===== config.mk =====
export PLATFORM = sky130hd
export DESIGN_NAME = conv_frame_sequencer_flat
export DESIGN_NICKNAME = d
export VERILOG_FILES = /design/src/rtl/conv_frame_sequencer_if.sv /design/src/rtl/conv_frame_sequencer.sv /design/src/flat_wrapper.sv
export SDC_FILE = /design/constraint.sdc
export NUM_CORES = 1
export LEC_CHECK = 0
export ABC_CLOCK_PERIOD_IN_PS = 2800
export CORE_UTILIZATION = 50
export CTS_BUF_LIST = sky130_fd_sc_hd__clkbuf_4
export CTS_CLUSTER_SIZE = 8
export DETAILED_ROUTE_END_ITERATION = 6
export MAX_ROUTING_LAYER = met4
export PLACE_DENSITY = 0.85
export SLEW_MARGIN = 20
export SYNTH_ARGS = -nofsm -noshare
export SYNTH_HDL_FRONTEND = slang
export SYNTH_SLANG_ARGS = --single-unit
export TNS_END_PERCENT = 30

===== constraint.sdc =====
create_clock -name iCLK -period 2.8 [get_ports iCLK]
set_input_delay 0.56 -clock iCLK [delete_from_list [all_inputs] [get_ports iCLK]]
set_output_delay 0.56 -clock iCLK [all_outputs]
set_load 0.05 [all_outputs]

===== src/rtl/conv_frame_sequencer_if.sv =====
// conv_frame_sequencer_if: control/handshake bundle between layer control, frame buffer and conv datapath
// Ports: iStart/iAbort/iReady/iOutValid flow into the sequencer (slave);
// oRdEn/oRdAddr/oPixValid/oOutCnt/oBusy/oDone/oErr flow out of it.
interface conv_frame_sequencer_if #(parameter int AW = 10);
  logic iStart;
  logic iAbort;
  logic iReady;
  logic iOutValid;
  logic oRdEn;
  logic [AW-1:0] oRdAddr;
  logic oPixValid;
  logic [AW-1:0] oOutCnt;
  logic oBusy;
  logic oDone;
  logic oErr;
  modport slave (
    input iStart, iAbort, iReady, iOutValid,
    output oRdEn, oRdAddr, oPixValid, oOutCnt, oBusy, oDone, oErr
  );
  modport master (
    output iStart, iAbort, iReady, iOutValid,
    input oRdEn, oRdAddr, oPixValid, oOutCnt, oBusy, oDone, oErr
  );
endinterface


===== src/rtl/conv_frame_sequencer.sv =====
// conv_frame_sequencer: streams one XS x XS frame in raster order into the conv window pipeline
// Ports: iCLK clock, iRST async active-high reset, bus (slave) carries start/abort/ready/window
// strobe in and read enable/address, pixel valid, window count, busy/done/error out.
module conv_frame_sequencer #(
  parameter int XS = 32,
  parameter int WS = 5,
  parameter int STRIDE = 1,
  parameter int AW = 10,
  parameter int DRAIN_MAX = 64
) (
  input logic iCLK,
  input logic iRST,
  conv_frame_sequencer_if.slave bus
);
  localparam int NSIDE = (XS - WS) / STRIDE + 1;
  localparam logic [AW-1:0] NOUT = AW'(NSIDE * NSIDE);
  localparam logic [AW-1:0] LAST = AW'(XS * XS - 1);
  localparam int IW = $clog2(DRAIN_MAX + 1);
  localparam logic [IW-1:0] IDLE_LAST = IW'(DRAIN_MAX - 1);
  typedef enum logic [1:0] {IDLE, LOAD, DRAIN, DONE} state_t;
  state_t state;
  logic [AW-1:0] addr, rdAddr, outCnt, cntNext;
  logic [IW-1:0] idle;
  logic rdEn, pixValid, busy, done, err;
  logic active, cntFull, stray;
  always_comb begin
    active = state == LOAD || state == DRAIN;
    cntFull = outCnt == NOUT;
    // a window strobe outside a frame or beyond the expected count is an error, never counted
    stray = bus.iOutValid && (!active || cntFull);
    cntNext = (active && bus.iOutValid && !cntFull && outCnt != '1) ? outCnt + 1'b1 : outCnt;
  end
  always_ff @(posedge iCLK or posedge iRST) begin
    if (iRST) begin
      state <= IDLE;
      addr <= '0;
      rdAddr <= '0;
      outCnt <= '0;
      idle <= '0;
      rdEn <= 1'b0;
      pixValid <= 1'b0;
      busy <= 1'b0;
      done <= 1'b0;
      err <= 1'b0;
    end else begin
      pixValid <= rdEn;
      done <= 1'b0;
      if (stray) err <= 1'b1;
      case (state)
        IDLE: begin
          rdEn <= 1'b0;
          if (bus.iStart) begin
            state <= LOAD;
            busy <= 1'b1;
            addr <= '0;
            outCnt <= '0;
            idle <= '0;
            err <= bus.iOutValid;
          end
        end
        LOAD: begin
          if (bus.iAbort) begin
            state <= IDLE;
            busy <= 1'b0;
            rdEn <= 1'b0;
          end else begin
            outCnt <= cntNext;
            idle <= '0;
            rdEn <= bus.iReady;
            if (bus.iReady) begin
              rdAddr <= addr;
              addr <= addr + 1'b1;
              if (addr == LAST) state <= DRAIN;
            end
          end
        end
        DRAIN: begin
          rdEn <= 1'b0;
          if (bus.iAbort) begin
            state <= IDLE;
            busy <= 1'b0;
          end else begin
            outCnt <= cntNext;
            idle <= bus.iOutValid ? '0 : idle + 1'b1;
            if (cntNext == NOUT) begin
              state <= DONE;
              busy <= 1'b0;
              done <= 1'b1;
            end else if (!bus.iOutValid && idle == IDLE_LAST) begin
              state <= DONE;
              busy <= 1'b0;
              done <= 1'b1;
              err <= 1'b1;
            end
          end
        end
        DONE: begin
          rdEn <= 1'b0;
          state <= IDLE;
        end
      endcase
    end
  end
  assign bus.oRdEn = rdEn;
  assign bus.oRdAddr = rdAddr;
  assign bus.oPixValid = pixValid;
  assign bus.oOutCnt = outCnt;
  assign bus.oBusy = busy;
  assign bus.oDone = done;
  assign bus.oErr = err;
endmodule


===== src/flat_wrapper.sv =====
// flat-port wrapper written by rule: the top's interface ports become plain ports
module conv_frame_sequencer_flat 
#(
  parameter int XS = 32,
  parameter int WS = 5,
  parameter int STRIDE = 1,
  parameter int AW = 10,
  parameter int DRAIN_MAX = 64
)
  (iCLK, iRST, bus_iStart, bus_iAbort, bus_iReady, bus_iOutValid, bus_oRdEn, bus_oRdAddr, bus_oPixValid, bus_oOutCnt, bus_oBusy, bus_oDone, bus_oErr);
  conv_frame_sequencer_if #(.AW(AW)) bus_i ();
  input logic iCLK;
  input logic iRST;
  input wire logic [$bits(bus_i.iStart)-1:0] bus_iStart;
  input wire logic [$bits(bus_i.iAbort)-1:0] bus_iAbort;
  input wire logic [$bits(bus_i.iReady)-1:0] bus_iReady;
  input wire logic [$bits(bus_i.iOutValid)-1:0] bus_iOutValid;
  output wire logic [$bits(bus_i.oRdEn)-1:0] bus_oRdEn;
  output wire logic [$bits(bus_i.oRdAddr)-1:0] bus_oRdAddr;
  output wire logic [$bits(bus_i.oPixValid)-1:0] bus_oPixValid;
  output wire logic [$bits(bus_i.oOutCnt)-1:0] bus_oOutCnt;
  output wire logic [$bits(bus_i.oBusy)-1:0] bus_oBusy;
  output wire logic [$bits(bus_i.oDone)-1:0] bus_oDone;
  output wire logic [$bits(bus_i.oErr)-1:0] bus_oErr;
  assign bus_i.iStart = bus_iStart;
  assign bus_i.iAbort = bus_iAbort;
  assign bus_i.iReady = bus_iReady;
  assign bus_i.iOutValid = bus_iOutValid;
  assign bus_oRdEn = bus_i.oRdEn;
  assign bus_oRdAddr = bus_i.oRdAddr;
  assign bus_oPixValid = bus_i.oPixValid;
  assign bus_oOutCnt = bus_i.oOutCnt;
  assign bus_oBusy = bus_i.oBusy;
  assign bus_oDone = bus_i.oDone;
  assign bus_oErr = bus_i.oErr;
  conv_frame_sequencer #(.XS(XS), .WS(WS), .STRIDE(STRIDE), .AW(AW), .DRAIN_MAX(DRAIN_MAX)) u_core (.iCLK(iCLK), .iRST(iRST), .bus(bus_i));
endmodule

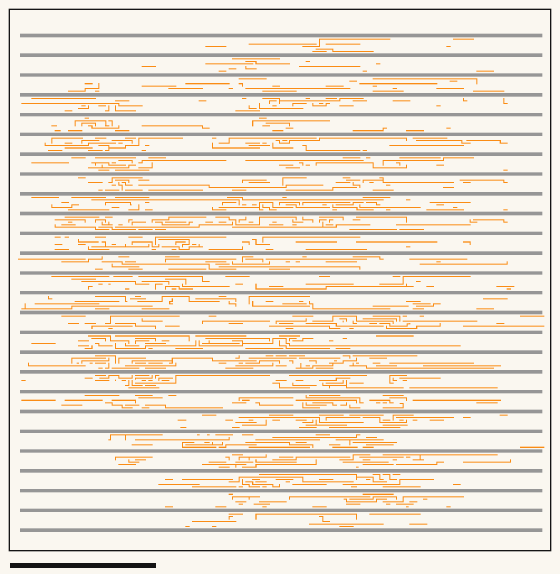
Fig. 1. Signal wires on met1.
Scale bar: 20 µm. Supply wires on this layer in grey.
The longest straight run is 23.5 µm. The wires run mostly horizontal.
total via count in the routed design: 2,225
wire length reported by the detailed router: 5.58 mm
GR Util met1: 0.318

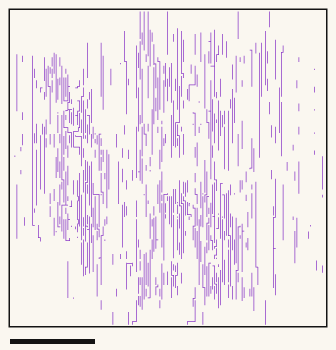
Fig. 2. M2 wires.
Scale bar: 20 µm.
271 nets have wire on it. The layer holds 44% of the routed length.

==> notes.md <==
Status on the layout run. Final period utilization landed at 0.889. For reference, the critical path is launched at u_core.bus.oOutCnt[2]$_DFFE_PP0P_. The dominant power group in this design is combinational cells. On the final layout, the worst clock skew is 0.00907 ns. Number of logic stages on the critical path including buffering landed at 1. Share of Yosys cell area claimed by the top area cell type landed at 0.422.

The timing report gives the clock slew at the launch and capture registers of the worst setup and hold paths as 0.14 ns. Setup slack closes at 0.311 ns. Power in the clock group landed at 0.412 mW.

The final max-slew violation count recorded for this run is 0. In the floorplan report the effective utilization is 0.534. Iteration tally of the first detailed-router pass landed at 5. Data arrival time of the critical path landed at around 1.9 ns. The largest total area in the synthesized netlist belongs to sky130_fd_sc_hd__dfrtp_1. Maximum clock insertion buffer count landed at 2. Area growth from synthesis to layout landed at 16.3%. The most used flip-flop cell after synthesis is sky130_fd_sc_hd__dfrtp_1. Number of H-tree levels landed at 2. Via count normalized by instance count landed at roughly 6.0. For reference, the most critical setup path is categorized as reg -> out.

Initial antenna violation count landed at 0. The stat command in Yosys gives a chip area of 0.00261 mm². Number of cells in the yosys synthesis report landed at 276. The number of global-route vias before repair is around 2,000. Per the synth log, the flip-flop and latch total comes to 44. The final report lists a non-filler cell total of approximately 370. The number of hold buffers added after CTS was 0. The most critical hold endpoint after final layout shows a slack of 0.395 ns. Per the timing report, the most critical flop-to-flop path finishes at u_core.bus.oBusy$_DFFE_PP0P_.

Per the final layout report, the fraction of cells sized above drive strength 1 comes to 0.111. The gate-level netlist out of Yosys references 51 unique cell types. Once placement finished, the instance area stood at about 0.0029 mm². The final timing report lists a hold violation count of 0.

The number of maximum-capacitance violations recorded for the run is 0. Number of clock sinks seen by CTS landed at 44. Internal power landed at 1.22 mW. Switching power share of the total landed at 0.413. In this design, the stage delay of the slowest critical-path cell is 0.90 ns. In this run the power density over the cells is approximately 680 mW/mm². The later pin in the worst-skew pair is clocked with a latency of 0.37 ns. Die outline width landed at 74.2 µm.

Sequential cells consume a total of 0.767 mW. Clock tree synthesis inserted a total of 5 buffers. Time the final worst path needs with I/O delays and setup landed at 2.49 ns. Setup repair after global routing left no endpoint under its margin. Worst-margin pin slew landed at 0.669 ns.

The report puts the cell count of the worst reg-to-reg path at 8. Together, buffers and inverters on the worst path number 1. Setup slack on the worst reg-to-reg path comes out at 0.42 ns.

Total power landed at 2.07 mW. The total area inside the core boundary comes to 0.00488 mm². Per the OpenROAD floorplan log, the height of the die is approximately 74 µm. Note that the worst hold path type here is reg -> reg. In this run the static leakage power is around 1.3 nW. I/O pin count landed at 31. The flow ran to the end, and the final reports show no timing, DRC or antenna violations. Counting flops with an async set or reset pin after synthesis yields a share of 1.00. For reference, the placement row count at floorplan is 25. Number of input and output port buffers inserted landed at 30.

Per the STA report, the cell with the highest stage delay on the worst path is sky130_fd_sc_hd__clkdlybuf4s50_1. The layer flagged by global routing as most heavily used is met2. The first global-routing pass estimated 9.27 mm of wire. HPWL after detailed placement landed at 3.95 mm.
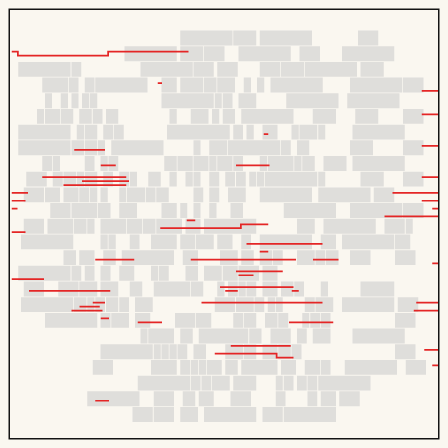
Fig. 3. Metal 3.
Cells faint in the background.
42 nets have wire on it. The layer holds 5.4% of the routed length.

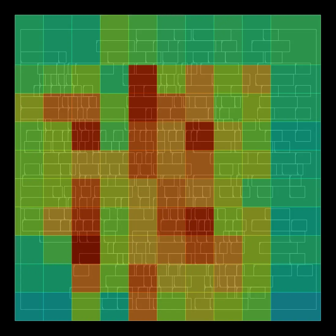
Fig. 4. Routing congestion.
All-Layer GR Usage: 0.228
global routing met3 resource utilization: 0.0285
post-layout util: 0.621
routed wirelength normalized by instance count: 15.0 µm
met2 GRT Util: 0.334

## cell type report
cell class / count / area (µm²) / share of cell area
sequential: 44 / 1100 / 0.363
multi-input combinational: 208 / 1380 / 0.456
timing repair buffer: 35 / 338 / 0.111
inverter: 11 / 41.3 / 0.0136
tap: 67 / 83.8 / 0.0277
clock buffer: 5 / 37.5 / 0.0124
clock inverter: 3 / 46.3 / 0.0153
## cell usage in the layout, fill, tap and decap left out, drive strengths merged, types with 2 or more instances in the layout
master and count:
inv 11, buf 5, ha 9, clkdlybuf4s50 30, xnor2 4, o21ai 27
nor4b 2, nor3 4, nand2b 3, nor4 2, nor2 22, xor2 6
nand3 17, or3 5, o21a 2, and4 2, nand4 11, a21oi 10
o31ai 9, clkbuf 5, a41oi 2, nor2b 3, o41ai 2, nand3b 2
and3 7, a211oi 2, nand2 22, mux2 10, a31o 3, dfrtp 44
a31oi 7
## logic make-up (layout without fill, tap and decap cells)
logic type	Yosys count	after routing	share of synthesized area
mux	10	10	0.0432
buf+inv	24	54	0.0470
compound gates	74	74	0.186
xor+xnor	10	10	0.0336
fa+ha+maj	9	9	0.0432
simple gates	105	105	0.225
flops	44	44	0.422
## routing by layer
| layer | up-vias | wire length [µm] |
|---|---|---|
| met5 | - | 0 |
| met2 | 77 | 2480 |
| met3 | 10 | 302 |
| met1 | 1060 | 2690 |
| met4 | 0 | 105 |
| li1 | 1078 | - |
## sequential cells by signal, indices dropped and copies added (netlist names)
| signal | flops |
|---|---|
| u_core.addr | 10 |
| u_core.bus.oOutCnt | 10 |
| u_core.bus.oRdAddr | 10 |
| u_core.idle | 7 |
| u_core.state | 2 |
| u_core.bus.oBusy | 1 |
| u_core.bus.oDone | 1 |
| u_core.bus.oErr | 1 |
| u_core.bus.oPixValid | 1 |
| u_core.bus.oRdEn | 1 |
Power is estimated from default activity; no workload was simulated.
